**Signal wires on met3**

Scale: 1 px per um.
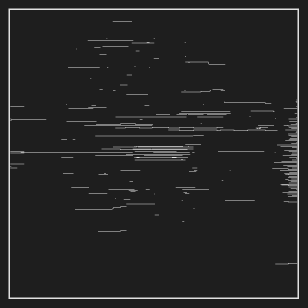
**Drive-strength map**

Scale: 1.5 px per um.
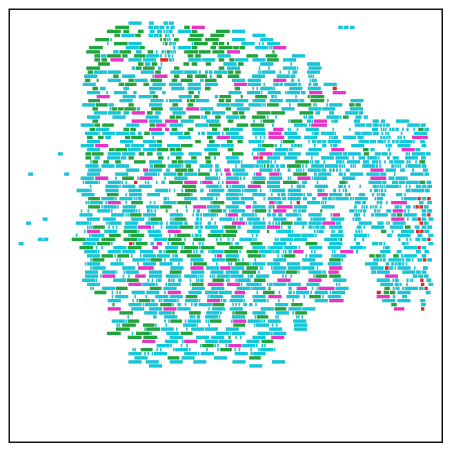
$ cat config.mk
export PLATFORM = sky130hd
export DESIGN_NAME = text_line_renderer
export DESIGN_NICKNAME = d
export VERILOG_FILES = /design/src/rtl/text_line_renderer.sv
export SDC_FILE = /design/constraint.sdc
export NUM_CORES = 1
export LEC_CHECK = 0
export CORE_MARGIN = 5
export CORE_UTILIZATION = 30
export CTS_BUF_LIST = sky130_fd_sc_hd__clkbuf_16
export DETAILED_ROUTE_END_ITERATION = 8
export GPL_TIMING_DRIVEN = 0
export SYNTH_ARGS = -nofsm -noshare
export SYNTH_HDL_FRONTEND = slang
export SYNTH_SLANG_ARGS = --single-unit
$ cat constraint.sdc
create_clock -name clk -period 17.68 [get_ports clk]
set_input_delay 2.652 -clock clk [delete_from_list [all_inputs] [get_ports clk]]
set_output_delay 2.652 -clock clk [all_outputs]
set_load 0.005 [all_outputs]
$ cat src/rtl/text_line_renderer.sv
`default_nettype none
// ============================================================================
// Module   : text_line_renderer
// Purpose  : Rasterises a buffered line of ASCII text into RGB565 pixels,
//            one per cycle over valid/ready, querying an external 4x7 font ROM.
// Revision : 1.0 - initial release
// ============================================================================
module text_line_renderer #(
  parameter int          N_CHARS  = 16,
  parameter logic [15:0] FG_COLOR = 16'hFFFF,
  parameter logic [15:0] BG_COLOR = 16'h0000
) (
  input  logic        clk,
  input  logic        rst,
  input  logic        char_we,
  input  logic [5:0]  char_addr,
  input  logic [7:0]  char_data,
  input  logic        start,
  input  logic [8:0]  x0,
  input  logic [8:0]  y0,
  output logic [7:0]  font_char,
  output logic [2:0]  font_x,
  output logic [2:0]  font_y,
  input  logic        font_bit,
  output logic        px_valid,
  input  logic        px_ready,
  output logic [8:0]  px_x,
  output logic [8:0]  px_y,
  output logic [15:0] px_color,
  output logic        busy,
  output logic        done
);

  localparam logic [5:0] c_last_cidx = 6'(N_CHARS - 1);
  localparam logic [6:0] c_n_chars   = 7'(N_CHARS);

  typedef enum logic [1:0] {
    ST_IDLE   = 2'd0,
    ST_RENDER = 2'd1,
    ST_DRAIN  = 2'd2,
    ST_DONE   = 2'd3
  } state_t;

  state_t      state_q, state_d;
  logic [8:0]  x0_q, x0_d, y0_q, y0_d;
  logic [2:0]  row_q, row_d, gx_q, gx_d;
  logic [5:0]  cidx_q, cidx_d;
  logic        px_valid_q, px_valid_d;
  logic [8:0]  px_x_q, px_x_d, px_y_q, px_y_d;
  logic [15:0] px_color_q, px_color_d;
  // Sized to the full address space so any 6-bit index is legal; slots at or
  // beyond N_CHARS are never written and stay constant.
  logic [7:0]  buf_q [64];
  logic [7:0]  buf_d [64];

  logic [8:0]  w_pix_x, w_pix_y;
  logic [15:0] w_pix_color;
  logic        w_last_gx, w_last_cidx, w_last_row, w_last_pixel;

  assign font_char = buf_q[cidx_q];
  assign font_x    = gx_q;
  assign font_y    = row_q;

  assign px_valid  = px_valid_q;
  assign px_x      = px_x_q;
  assign px_y      = px_y_q;
  assign px_color  = px_color_q;
  assign busy      = (state_q != ST_IDLE);
  assign done      = (state_q == ST_DONE);

  assign w_last_gx    = (gx_q == 3'd4);
  assign w_last_cidx  = (cidx_q == c_last_cidx);
  assign w_last_row   = (row_q == 3'd6);
  assign w_last_pixel = w_last_gx && w_last_cidx && w_last_row;

  // Coordinates wrap modulo 512 by plain 9-bit truncation.
  assign w_pix_x     = x0_q + ({3'b000, cidx_q} * 9'd5) + {6'b000000, gx_q};
  assign w_pix_y     = y0_q + {6'b000000, row_q};
  assign w_pix_color = w_last_gx ? BG_COLOR : (font_bit ? FG_COLOR : BG_COLOR);

  always_comb begin
    buf_d = buf_q;
    if (char_we && ({1'b0, char_addr} < c_n_chars)) begin
      buf_d[char_addr] = char_data;
    end
  end

  always_comb begin
    state_d    = state_q;
    x0_d       = x0_q;
    y0_d       = y0_q;
    row_d      = row_q;
    cidx_d     = cidx_q;
    gx_d       = gx_q;
    px_valid_d = px_valid_q;
    px_x_d     = px_x_q;
    px_y_d     = px_y_q;
    px_color_d = px_color_q;

    unique case (state_q)
      ST_IDLE: begin
        if (start) begin
          x0_d    = x0;
          y0_d    = y0;
          row_d   = 3'd0;
          cidx_d  = 6'd0;
          gx_d    = 3'd0;
          state_d = ST_RENDER;
        end
      end
      ST_RENDER: begin
        // Load whenever the output slot is empty or being drained this cycle.
        if (!px_valid_q || px_ready) begin
          px_valid_d = 1'b1;
          px_x_d     = w_pix_x;
          px_y_d     = w_pix_y;
          px_color_d = w_pix_color;
          if (w_last_gx) begin
            gx_d = 3'd0;
            if (w_last_cidx) begin
              cidx_d = 6'd0;
              row_d  = w_last_row ? 3'd0 : row_q + 3'd1;
            end else begin
              cidx_d = cidx_q + 6'd1;
            end
          end else begin
            gx_d = gx_q + 3'd1;
          end
          if (w_last_pixel) begin
            state_d = ST_DRAIN;
          end
        end
      end
      ST_DRAIN: begin
        if (px_valid_q && px_ready) begin
          px_valid_d = 1'b0;
          state_d    = ST_DONE;
        end
      end
      ST_DONE: begin
        state_d = ST_IDLE;
      end
      default: begin
        state_d = ST_IDLE;
      end
    endcase
  end

  always_ff @(posedge clk or posedge rst) begin
    if (rst) begin
      state_q    <= ST_IDLE;
      x0_q       <= 9'd0;
      y0_q       <= 9'd0;
      row_q      <= 3'd0;
      cidx_q     <= 6'd0;
      gx_q       <= 3'd0;
      px_valid_q <= 1'b0;
      px_x_q     <= 9'd0;
      px_y_q     <= 9'd0;
      px_color_q <= BG_COLOR;
      for (int i = 0; i < 64; i++) begin
        buf_q[i] <= 8'h20;
      end
    end else begin
      state_q    <= state_d;
      x0_q       <= x0_d;
      y0_q       <= y0_d;
      row_q      <= row_d;
      cidx_q     <= cidx_d;
      gx_q       <= gx_d;
      px_valid_q <= px_valid_d;
      px_x_q     <= px_x_d;
      px_y_q     <= px_y_d;
      px_color_q <= px_color_d;
      buf_q      <= buf_d;
    end
  end

endmodule
`default_nettype wire
==> flow_metrics.tcl <==
# collected from the flow reports
set metrics [dict create \
    status "finished, final reports clean" \
    design.die.area_um2 82700 \
    worst_pin_slew_ns 1.07 \
    synth.cell_area_um2 23100 \
    crit_type "flop to primary output" \
    drt_pass1_iterations 4 \
    cts.root.buffer_cell "clkbuf_16" \
    top_logic_kind "multiplexers" \
    placed_area_um2 25600 \
    pwr_density_cell_nw_per_um2 123 \
    die_w_um 288 \
    syn-instance-count 1693 \
    crit_buf_inv 3 \
    ff_type "dfrtp_1" \
    cpMostUsedCell "a21oi_1" \
    period_needed_ns 6.84 \
    drive_gt1_frac 0.238 \
    worst_path_max_delay_cell "clkbuf_1" \
    antenna_found_initial 0 \
    start_kind "flop" \
    dp_cells 2823 \
    diodes 0 \
    insertion_delay_ns 0.61 \
    aoi_share 0.0479 \
    edf_count 0 \
    setup_tns_ns 0 \
    tool_warnings 30 \
    gp_congestion 0.809 \
    period_used_share 0.387 \
    place_ws_ns 11.40 \
    topCellsByArea "dfrtp_1 54%, mux4_2 11%, dfstp_2 7.3%" \
    ys_sh_xor 0.00568 \
    post_drt_wl_per_cell_um 17.1 \
    ys_area_um2 23100 \
    nNetsFinal 1930 \
    grt_max_degree 47 \
    finalSetupViolations 0 \
    hpwl_um 36400 \
    slew_viol_final 0 \
    skew_ns 0.0245 \
    clockBufferDepth 3 \
    io_buffer_count 86 \
    ys_ff 564 \
    max_stage_delay_ns 0.70 \
    htree_num_levels 2 \
    cts.clk_slew.worst_paths_ns 0.06 \
    grt_pass1_vias 14200 \
    cp-end-kind "primary output" \
    crit_chain "buf_2 > clkbuf_1 > mux4_2 > a22oi_1 > a21oi_1 > a211oi_1 > a21oi_1 > clkdlybuf4s50_1" \
    whs_ns 0.442 \
    async_flop_share 1.00 \
    postSynthSeqShare 0.614 \
    p_leak_nw 12.4 \
    n_fill_cell 7212 \
    rows 101 \
    ys_sh_adder 0.0237 \
    ys_sh_simple 0.0248 \
    core_um2 76200 \
    die_h_um 288 \
    fmax_mhz 146 \
    yosys_cells 1693 \
]
About 'signal wires on met3':
nets with wire on the layer	135
share of all routed wire	6.0%
longest straight run	112 um
wire length on this layer	3,010 um
WL final: 50,200 um
Vias: 13,100
GR Layer Usage met3: 0.0301

About 'drive-strength map':
colour	size	cells	share
red	x3 and x4	24	1.3%
magenta	x6 and larger	95	5.0%
cyan	x1 and smaller	1,449	76%
green	x2	334	18%
Layout area overhead: 19.0%
final worst slack: 10.84 ns

metal layers:
| layer | vias up | wire length, um | track usage |
|---|---|---|---|
| met5 | - | 0 | 0 |
| met4 | 0 | 1500 | 0.0411 |
| li1 | 5875 | - | - |
| met2 | 262 | 23600 | 0.199 |
| met3 | 82 | 3010 | 0.0301 |
| met1 | 6885 | 22100 | 0.166 |
cell usage after synthesis (19+ instances only):
master	number
a21oi_1	36
a22oi_1	48
buf_4	19
clkbuf_1	424
dfrtp_1	500
dfstp_2	64
ha_1	31
inv_1	24
mux2_2	130
mux2i_1	34
mux4_2	110
nand2_1	64
o21ai_0	25
logic make-up (layout without fill, tap and decap cells):
family	Yosys count	in the layout
multiplexers	293	293
adder cells (fa/ha/maj)	39	39
XOR/XNOR	15	15
AND/OR/NAND/NOR	124	124
buffers and inverters	493	702
AND-OR/OR-AND	165	165
flip-flops	564	564
worst paths after layout:
check	start	end	cells after the start
min in group asynchronous	rst	x0_q[1]	2
max in group asynchronous	rst	buf_q[453]	8
worst max register to register	cidx_q[2]	px_x[8]	12
worst min register to register	buf_q[221]	buf_q[221]	1
worst min-delay path	buf_q[221]	buf_q[221]	1
worst max-delay path	cidx_q[1]	font_char[4]	8
worst reg2reg max path, delay by kind of cell (launching register included):
family,cells,cell delay [ns]
compound gates,5,0.87
xor+xnor,1,0.16
fa+ha+maj,4,1.42
buf+inv,2,0.11
flops,1,0.56
where the power goes:
group          switching (mW)  internal, mW  total, mW
sequential             0.0413          1.35       1.39
combinational           0.415         0.349      0.764
clock                   0.511         0.716       1.23
total                   0.967          2.41       3.38
registers in the layout, summed over array words and instances (netlist names):
name,count
px_color,1
buf_q,512
font_y,3
font_x,3
px_valid,1
px_x,9
px_y,9
y0_q,9
cidx_q,6
state_q,2
x0_q,9
area by class of cell:
type,instances,area [um2],area share
clock buffer,58,1450,0.0528
sequential,564,14200,0.516
buffer,469,1950,0.0708
multi-input combinational,636,6890,0.250
inverter,24,93.8,0.00341
timing repair buffer,100,1150,0.0418
tap,1030,1290,0.0469
clock inverter,51,490,0.0178
Power is estimated from default activity; no workload was simulated.
